### Local utilization

8 x 8 tiles, from white (low) to dark blue (high), 0 to 100% covered.
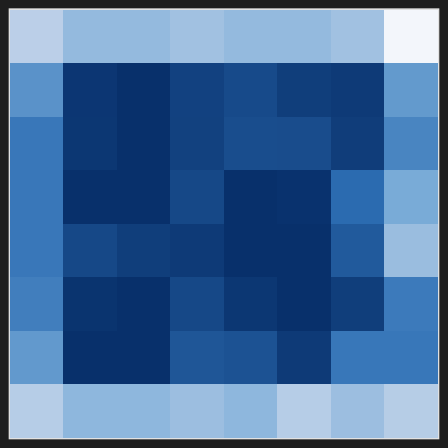
### I/O nets highlighted

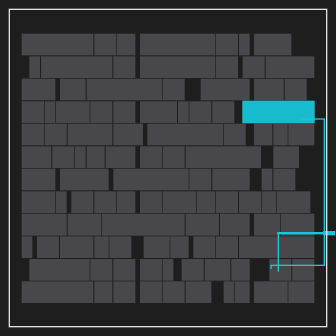
### Placed cells, one colour a class

Scale bar: 10 µm. Fill, decap, tap and diode cells in grey.
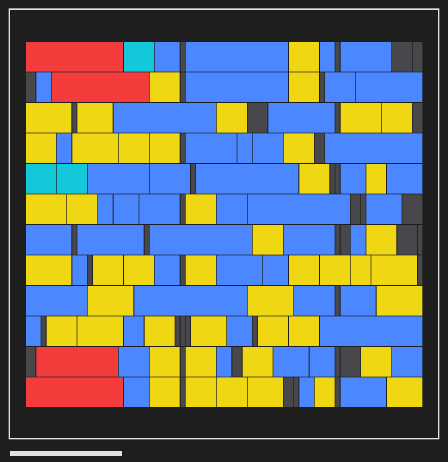
### Routing congestion map

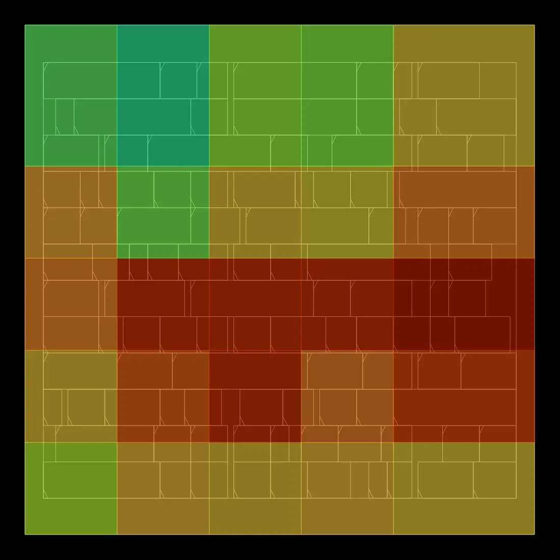
===== config.mk =====
export PLATFORM = sky130hd
export DESIGN_NAME = seq_controller_flat
export DESIGN_NICKNAME = d
export VERILOG_FILES = /design/src/rtl/ctrl_pkg.sv /design/src/rtl/seq_controller_if.sv /design/src/rtl/phase_gen.sv /design/src/rtl/seq_controller.sv /design/src/flat_wrapper.sv
export SDC_FILE = /design/constraint.sdc
export NUM_CORES = 1
export LEC_CHECK = 0
export CAP_MARGIN = 20
export CORE_UTILIZATION = 35
export CTS_CLUSTER_SIZE = 30
export DETAILED_ROUTE_END_ITERATION = 8
export PLACE_DENSITY = 0.73
export SLEW_MARGIN = 20
export SYNTH_ARGS = -nofsm -noshare
export SYNTH_HDL_FRONTEND = slang
export SYNTH_SLANG_ARGS = --single-unit

===== constraint.sdc =====
create_clock -name clk -period 1.4 [get_ports clk]
set_input_delay 0.28 -clock clk [delete_from_list [all_inputs] [get_ports clk]]
set_output_delay 0.28 -clock clk [all_outputs]
set_load 0.02 [all_outputs]

===== src/rtl/ctrl_pkg.sv =====
// Shared opcode constants, phase enum and control-word layout for seq_controller.
package ctrl_pkg;

  localparam logic [2:0] HLT = 3'd0;
  localparam logic [2:0] SKZ = 3'd1;
  localparam logic [2:0] ADD = 3'd2;
  localparam logic [2:0] AND = 3'd3;
  localparam logic [2:0] XOR = 3'd4;
  localparam logic [2:0] LDA = 3'd5;
  localparam logic [2:0] STO = 3'd6;
  localparam logic [2:0] JMP = 3'd7;

  typedef enum logic [2:0] {
    INST_ADDR  = 3'd0,
    INST_FETCH = 3'd1,
    INST_LOAD  = 3'd2,
    IDLE       = 3'd3,
    OP_ADDR    = 3'd4,
    OP_FETCH   = 3'd5,
    ALU_OP     = 3'd6,
    STORE      = 3'd7
  } phase_e;

  typedef enum logic {
    RUN    = 1'b0,
    HALTED = 1'b1
  } run_e;

  typedef struct packed {
    logic sel;
    logic rd;
    logic ld_ir;
    logic halt;
    logic inc_pc;
    logic ld_ac;
    logic ld_pc;
    logic wr;
    logic data_e;
  } ctrl_t;

  function automatic logic is_alu(input logic [2:0] op);
    return (op == ADD) || (op == AND) || (op == XOR) || (op == LDA);
  endfunction

endpackage


===== src/rtl/seq_controller_if.sv =====
// Opcode/flag inputs and datapath control outputs of seq_controller.
interface seq_controller_if #(
  parameter int OPC_W = 3
);
  logic [OPC_W-1:0] opcode;
  logic             zero;
  logic             go;
  logic             mem_ready;

  logic             sel;
  logic             rd;
  logic             ld_ir;
  logic             halt;
  logic             inc_pc;
  logic             ld_ac;
  logic             ld_pc;
  logic             wr;
  logic             data_e;
  logic [2:0]       phase;
  logic             illegal;

  // master: the controller; slave: the datapath side feeding opcode/flags.
  modport master (
    input  opcode, zero, go, mem_ready,
    output sel, rd, ld_ir, halt, inc_pc, ld_ac, ld_pc, wr, data_e, phase, illegal
  );

  modport slave (
    output opcode, zero, go, mem_ready,
    input  sel, rd, ld_ir, halt, inc_pc, ld_ac, ld_pc, wr, data_e, phase, illegal
  );
endinterface


===== src/rtl/phase_gen.sv =====
// 3-bit phase counter: clear wins over hold, otherwise advances and wraps 7->0.
module phase_gen (
  input  logic       clk,
  input  logic       rst,
  input  logic       hold_i,
  input  logic       clr_i,
  output logic [2:0] phase_o
);

  logic [2:0] phase_q, phase_d;

  always_comb begin
    phase_d = phase_q + 3'd1;
    if (clr_i)       phase_d = 3'd0;
    else if (hold_i) phase_d = phase_q;
  end

  always_ff @(posedge clk) begin
    if (rst) phase_q <= 3'd0;
    else     phase_q <= phase_d;
  end

  assign phase_o = phase_q;

endmodule


===== src/rtl/seq_controller.sv =====
// 8-phase instruction sequencer: opcode decode, Moore control table and HALTED state.
// Optional memory-wait stalls are built when CTRL_WAIT_EN is defined.
module seq_controller
  import ctrl_pkg::*;
#(
  parameter int OPC_W       = 3,
  parameter int HALT_RESUME = 1
) (
  input logic              clk,
  input logic              rst,
  seq_controller_if.master bus
);

  logic [OPC_W-1:0] opc;
  logic [2:0]       op3;
  logic [2:0]       phase;
  phase_e           ph;
  logic             rsv;
  logic             dec_hlt, dec_skz, dec_alu, dec_sto, dec_jmp;
  logic             hold, clr, stall, enter_halt, resume;
  run_e             state_q;
  ctrl_t            base, ctrl;

  assign opc = bus.opcode;
  assign op3 = opc[2:0];
  // Any bit above the low three marks a reserved opcode; always 0 when OPC_W=3.
  assign rsv = (opc >> 3) != '0;

  assign dec_hlt = !rsv && (op3 == HLT);
  assign dec_skz = !rsv && (op3 == SKZ);
  assign dec_alu = !rsv && is_alu(op3);
  assign dec_sto = !rsv && (op3 == STO);
  assign dec_jmp = !rsv && (op3 == JMP);

  assign ph = phase_e'(phase);

  always_comb begin
    base = '0;
    case (ph)
      INST_ADDR:  base.sel = 1'b1;
      INST_FETCH: begin
        base.sel = 1'b1;
        base.rd  = 1'b1;
      end
      INST_LOAD, IDLE: begin
        base.sel   = 1'b1;
        base.rd    = 1'b1;
        base.ld_ir = 1'b1;
      end
      OP_ADDR: begin
        base.inc_pc = 1'b1;
        base.halt   = dec_hlt;
      end
      OP_FETCH:   base.rd = dec_alu;
      ALU_OP: begin
        base.rd     = dec_alu;
        base.inc_pc = dec_skz & bus.zero;
        base.ld_pc  = dec_jmp;
        base.data_e = dec_sto;
      end
      STORE: begin
        base.rd     = dec_alu;
        base.ld_ac  = dec_alu;
        base.ld_pc  = dec_jmp;
        base.wr     = dec_sto;
        base.data_e = dec_sto;
      end
      default: base = '0;
    endcase
  end

`ifdef CTRL_WAIT_EN
  logic mem_wait;
  assign mem_wait = ((ph inside {INST_FETCH, INST_LOAD, OP_FETCH, ALU_OP}) && base.rd) ||
                    ((ph == STORE) && base.wr);
  assign stall    = (state_q == RUN) && mem_wait && !bus.mem_ready;
`else
  assign stall = 1'b0;
`endif

  assign enter_halt = (state_q == RUN) && (ph == OP_ADDR) && dec_hlt;
  assign resume     = (state_q == HALTED) && (HALT_RESUME != 0) && bus.go;
  // Counter freezes at OP_ADDR on halt entry and stays there until resume clears it.
  assign hold       = enter_halt || ((state_q == HALTED) && !resume) || stall;
  assign clr        = resume;

  phase_gen u_phase_gen (
    .clk    (clk),
    .rst    (rst),
    .hold_i (hold),
    .clr_i  (clr),
    .phase_o(phase)
  );

  always_ff @(posedge clk) begin
    if (rst) begin
      state_q <= RUN;
    end else begin
      case (state_q)
        RUN:     if (enter_halt) state_q <= HALTED;
        HALTED:  if (resume)     state_q <= RUN;
        default: state_q <= RUN;
      endcase
    end
  end

  // Reset forces the INST_ADDR pattern immediately, independent of opcode and state.
  always_comb begin
    ctrl = base;
    if (rst) begin
      ctrl     = '0;
      ctrl.sel = 1'b1;
    end else if (state_q == HALTED) begin
      ctrl      = '0;
      ctrl.halt = 1'b1;
    end
  end

  assign bus.sel     = ctrl.sel;
  assign bus.rd      = ctrl.rd;
  assign bus.ld_ir   = ctrl.ld_ir;
  assign bus.halt    = ctrl.halt;
  assign bus.inc_pc  = ctrl.inc_pc;
  assign bus.ld_ac   = ctrl.ld_ac;
  assign bus.ld_pc   = ctrl.ld_pc;
  assign bus.wr      = ctrl.wr;
  assign bus.data_e  = ctrl.data_e;
  assign bus.phase   = rst ? 3'd0 : phase;
  assign bus.illegal = !rst && (state_q == RUN) && rsv && phase[2];

endmodule


===== src/flat_wrapper.sv =====
// flat-port wrapper written by rule: the top's interface ports become plain ports
module seq_controller_flat import ctrl_pkg::*;
#(
  parameter int OPC_W       = 3,
  parameter int HALT_RESUME = 1
)
  (clk, rst, bus_opcode, bus_zero, bus_go, bus_mem_ready, bus_sel, bus_rd, bus_ld_ir, bus_halt, bus_inc_pc, bus_ld_ac, bus_ld_pc, bus_wr, bus_data_e, bus_phase, bus_illegal);
  seq_controller_if #(.OPC_W(OPC_W)) bus_i ();
  input logic clk;
  input logic rst;
  input wire logic [$bits(bus_i.opcode)-1:0] bus_opcode;
  input wire logic [$bits(bus_i.zero)-1:0] bus_zero;
  input wire logic [$bits(bus_i.go)-1:0] bus_go;
  input wire logic [$bits(bus_i.mem_ready)-1:0] bus_mem_ready;
  output wire logic [$bits(bus_i.sel)-1:0] bus_sel;
  output wire logic [$bits(bus_i.rd)-1:0] bus_rd;
  output wire logic [$bits(bus_i.ld_ir)-1:0] bus_ld_ir;
  output wire logic [$bits(bus_i.halt)-1:0] bus_halt;
  output wire logic [$bits(bus_i.inc_pc)-1:0] bus_inc_pc;
  output wire logic [$bits(bus_i.ld_ac)-1:0] bus_ld_ac;
  output wire logic [$bits(bus_i.ld_pc)-1:0] bus_ld_pc;
  output wire logic [$bits(bus_i.wr)-1:0] bus_wr;
  output wire logic [$bits(bus_i.data_e)-1:0] bus_data_e;
  output wire logic [$bits(bus_i.phase)-1:0] bus_phase;
  output wire logic [$bits(bus_i.illegal)-1:0] bus_illegal;
  assign bus_i.opcode = bus_opcode;
  assign bus_i.zero = bus_zero;
  assign bus_i.go = bus_go;
  assign bus_i.mem_ready = bus_mem_ready;
  assign bus_sel = bus_i.sel;
  assign bus_rd = bus_i.rd;
  assign bus_ld_ir = bus_i.ld_ir;
  assign bus_halt = bus_i.halt;
  assign bus_inc_pc = bus_i.inc_pc;
  assign bus_ld_ac = bus_i.ld_ac;
  assign bus_ld_pc = bus_i.ld_pc;
  assign bus_wr = bus_i.wr;
  assign bus_data_e = bus_i.data_e;
  assign bus_phase = bus_i.phase;
  assign bus_illegal = bus_i.illegal;
  seq_controller #(.OPC_W(OPC_W), .HALT_RESUME(HALT_RESUME)) u_core (.clk(clk), .rst(rst), .bus(bus_i));
endmodule

==> impl_metrics.json <==
{
  "min_to": "u_core.u_phase_gen.phase_o[2]$_SDFFE_PP0N_",
  "regArea_um2": 91.34,
  "flop_cell": "dfxtp_1",
  "final_nets": 122,
  "via_per_inst": 5.983,
  "drt_iter0_markers": 42,
  "gr-usage-met1": 0.3014,
  "min_period_ns": 1.899,
  "start_kind": "flop",
  "status": "finished with violations",
  "hold_class": "flop to flop",
  "r2r_end": "u_core.u_phase_gen.phase_o[1]$_SDFFE_PP0N_",
  "topCellsByArea": "ha_1 19%, dfxtp_1 17%, nor2_1 9.0%, a2111oi_2 3.3%, inv_1 2.5%",
  "track_usage": 0.3114,
  "hold_buffers": 0,
  "xor_area_frac": 0.01913,
  "clk_latency_ns": 0.23,
  "placed_cells": 108,
  "grt_max_degree": 8,
  "cap_violations": 0,
  "final.setup_skew_ns": 0.002740,
  "rrSetupSlack_ns": -0.32,
  "ant_nets": 0,
  "yosys.area_share.simple": 0.2650,
  "syn_area_um2": 457.9,
  "root_buffer": "clkbuf_4",
  "top_cells_by_count": "11 x nor2_1, 7 x ha_1, 4 x dfxtp_1",
  "violations": "setup timing",
  "clk_pin_slew_worst_paths_ns": 0.04,
  "cp_max_fo": 4,
  "cts_buffers": 3,
  "compound_area_frac": 0.2350,
  "synth_cell_types": 35,
  "setup_viol": 14,
  "cts_tree": "done",
  "core_util_floorplan": 0.3961,
  "max_freq_mhz": 526.5,
  "final_cells": 119,
  "routed_wl_um": 2748,
  "cts_max_path_buffers": 2,
  "vdd_drop_max_mv": 0.7208,
  "post-synth-top-area-cell": "ha_1",
  "ys_ff": 4,
  "worst_slack_ns": -0.4994,
  "crit_path_start": "u_core.u_phase_gen.phase_o[0]$_SDFFE_PP0N_",
  "grt_pass1_wl_um": 3063,
  "die_area_um2": 1457,
  "most_common_cell": "nor2_1"
}
Back to the opening pictures, 'Local utilization':
- tiles over 75% full: 55%
- densest ninth of the die: centre
- fullest tile: 100%
core area: 1156 µm²
final core utilization: 0.9416

Back to the opening pictures, 'I/O nets highlighted':
- bus_data_e: cyan (bits 1; direction output; edge right; end cells 1; buffers 1; wire 37.1 µm)
Ports: 21
# port buffers: 18

Back to the opening pictures, 'Placed cells, one colour a class':
- clock drivers: cyan (cells 3; share of their area 2.1%)
- combinational and other logic: blue (cells 51; share of their area 53%)
- sequential cells: red (cells 4; share of their area 8.5%)
- remaining buffers and delay cells: yellow (cells 47; share of their area 36%)
final instance area: 1089 µm²
row cnt: 12
Seq/total area: 0.08391

Back to the opening pictures, 'Routing congestion map':
grt met2 use: 0.6017
GR peak layer: met2
met3 Track Usage GR: 0.05233
Wirelength per Cell: 23.09 µm

critical path: stages (launching register included):
cell and delay [ns]:
dfxtp_4 0.37, inv_4 0.08, ha_4 0.16, buf_4 0.14, a41oi_2 0.12, nor4_2 0.32
buf_4 0.19
cells in the final DEF, fill, tap and decap left out, types with 2 or more instances in the layout:
cell type / count
buf_4: 30
buf_6: 8
nor2_1: 6
ha_4: 6
dlygate4sd2_1: 4
nor2_2: 3
clkbuf_4: 3
buf_2: 3
dfxtp_4: 3
inv_4: 2
nor2_4: 2
a21oi_2: 2
nand2_1: 2
clkdlybuf4s50_1: 2
power breakdown:
| group | internal (µW) | leakage, µW | switching [µW] |
|---|---|---|---|
| Combinational | 255 | 0.000442 | 254 |
| Clock | 95.7 | 0.0000138 | 43.7 |
| Sequential | 132 | 0.0000347 | 41.0 |
| Total | 484 | 0.000491 | 339 |
registers in the layout, summed over array words and instances, names as in the netlist:
signal	flops
u_core.u_phase_gen.phase_o	3
u_core.state_q	1
worst max-delay path by stage:
| stage | end | cells past startpoint |
|---|---|---|
| 6_report | bus_inc_pc | 6 |
| 5_1_grt | bus_rd | 6 |
| 4_1_cts | bus_rd | 6 |
| 2_1_floorplan | bus_rd | 5 |
| 3_5_place_dp | bus_inc_pc | 6 |
| 3_3_place_gp | bus_rd | 5 |
layout make-up:
class                   instances  area share
multi-input cells              48      0.5103
inverters                       3     0.01494
clock buffers                   3     0.02069
well taps                      14     0.01609
flip-flops and latches          4     0.08391
repair buffers                 47      0.3540
timing repair:
item,4_1_cts,5_1_grt
setup buffers,3,4
pin swaps,5,3
gates cloned,1,0
endpoints found under the hold margin,0,0
endpoints found under the setup margin,16,14
resized,78,9
per-stage QoR:
step	hold WS (ns)	total power (µW)	setup slack, ns
2_1_floorplan	0.4732	391.9	-0.09550
3_3_place_gp	0.5845	553.4	-0.9200
3_5_place_dp	0.5844	572.3	-0.9435
4_1_cts	0.5662	748.0	-0.4608
5_1_grt	0.6088	850.5	-0.5276
6_report	0.6064	822.6	-0.4994
metal layers:
layer  up-vias  part of all wire
li1        300                 -
met1       350              0.41
met2        50              0.47
met3        12             0.086
met4         0             0.032
met5         -                 0
kinds of logic after synthesis:
| kind of cell | after synthesis |
|---|---|
| simple gates | 23 |
| mux | 2 |
| compound gates | 14 |
| other cells | 1 |
| fa+ha+maj | 7 |
| flops | 4 |
| xor+xnor | 1 |
| buf+inv | 6 |
Power is estimated from default activity; no workload was simulated.
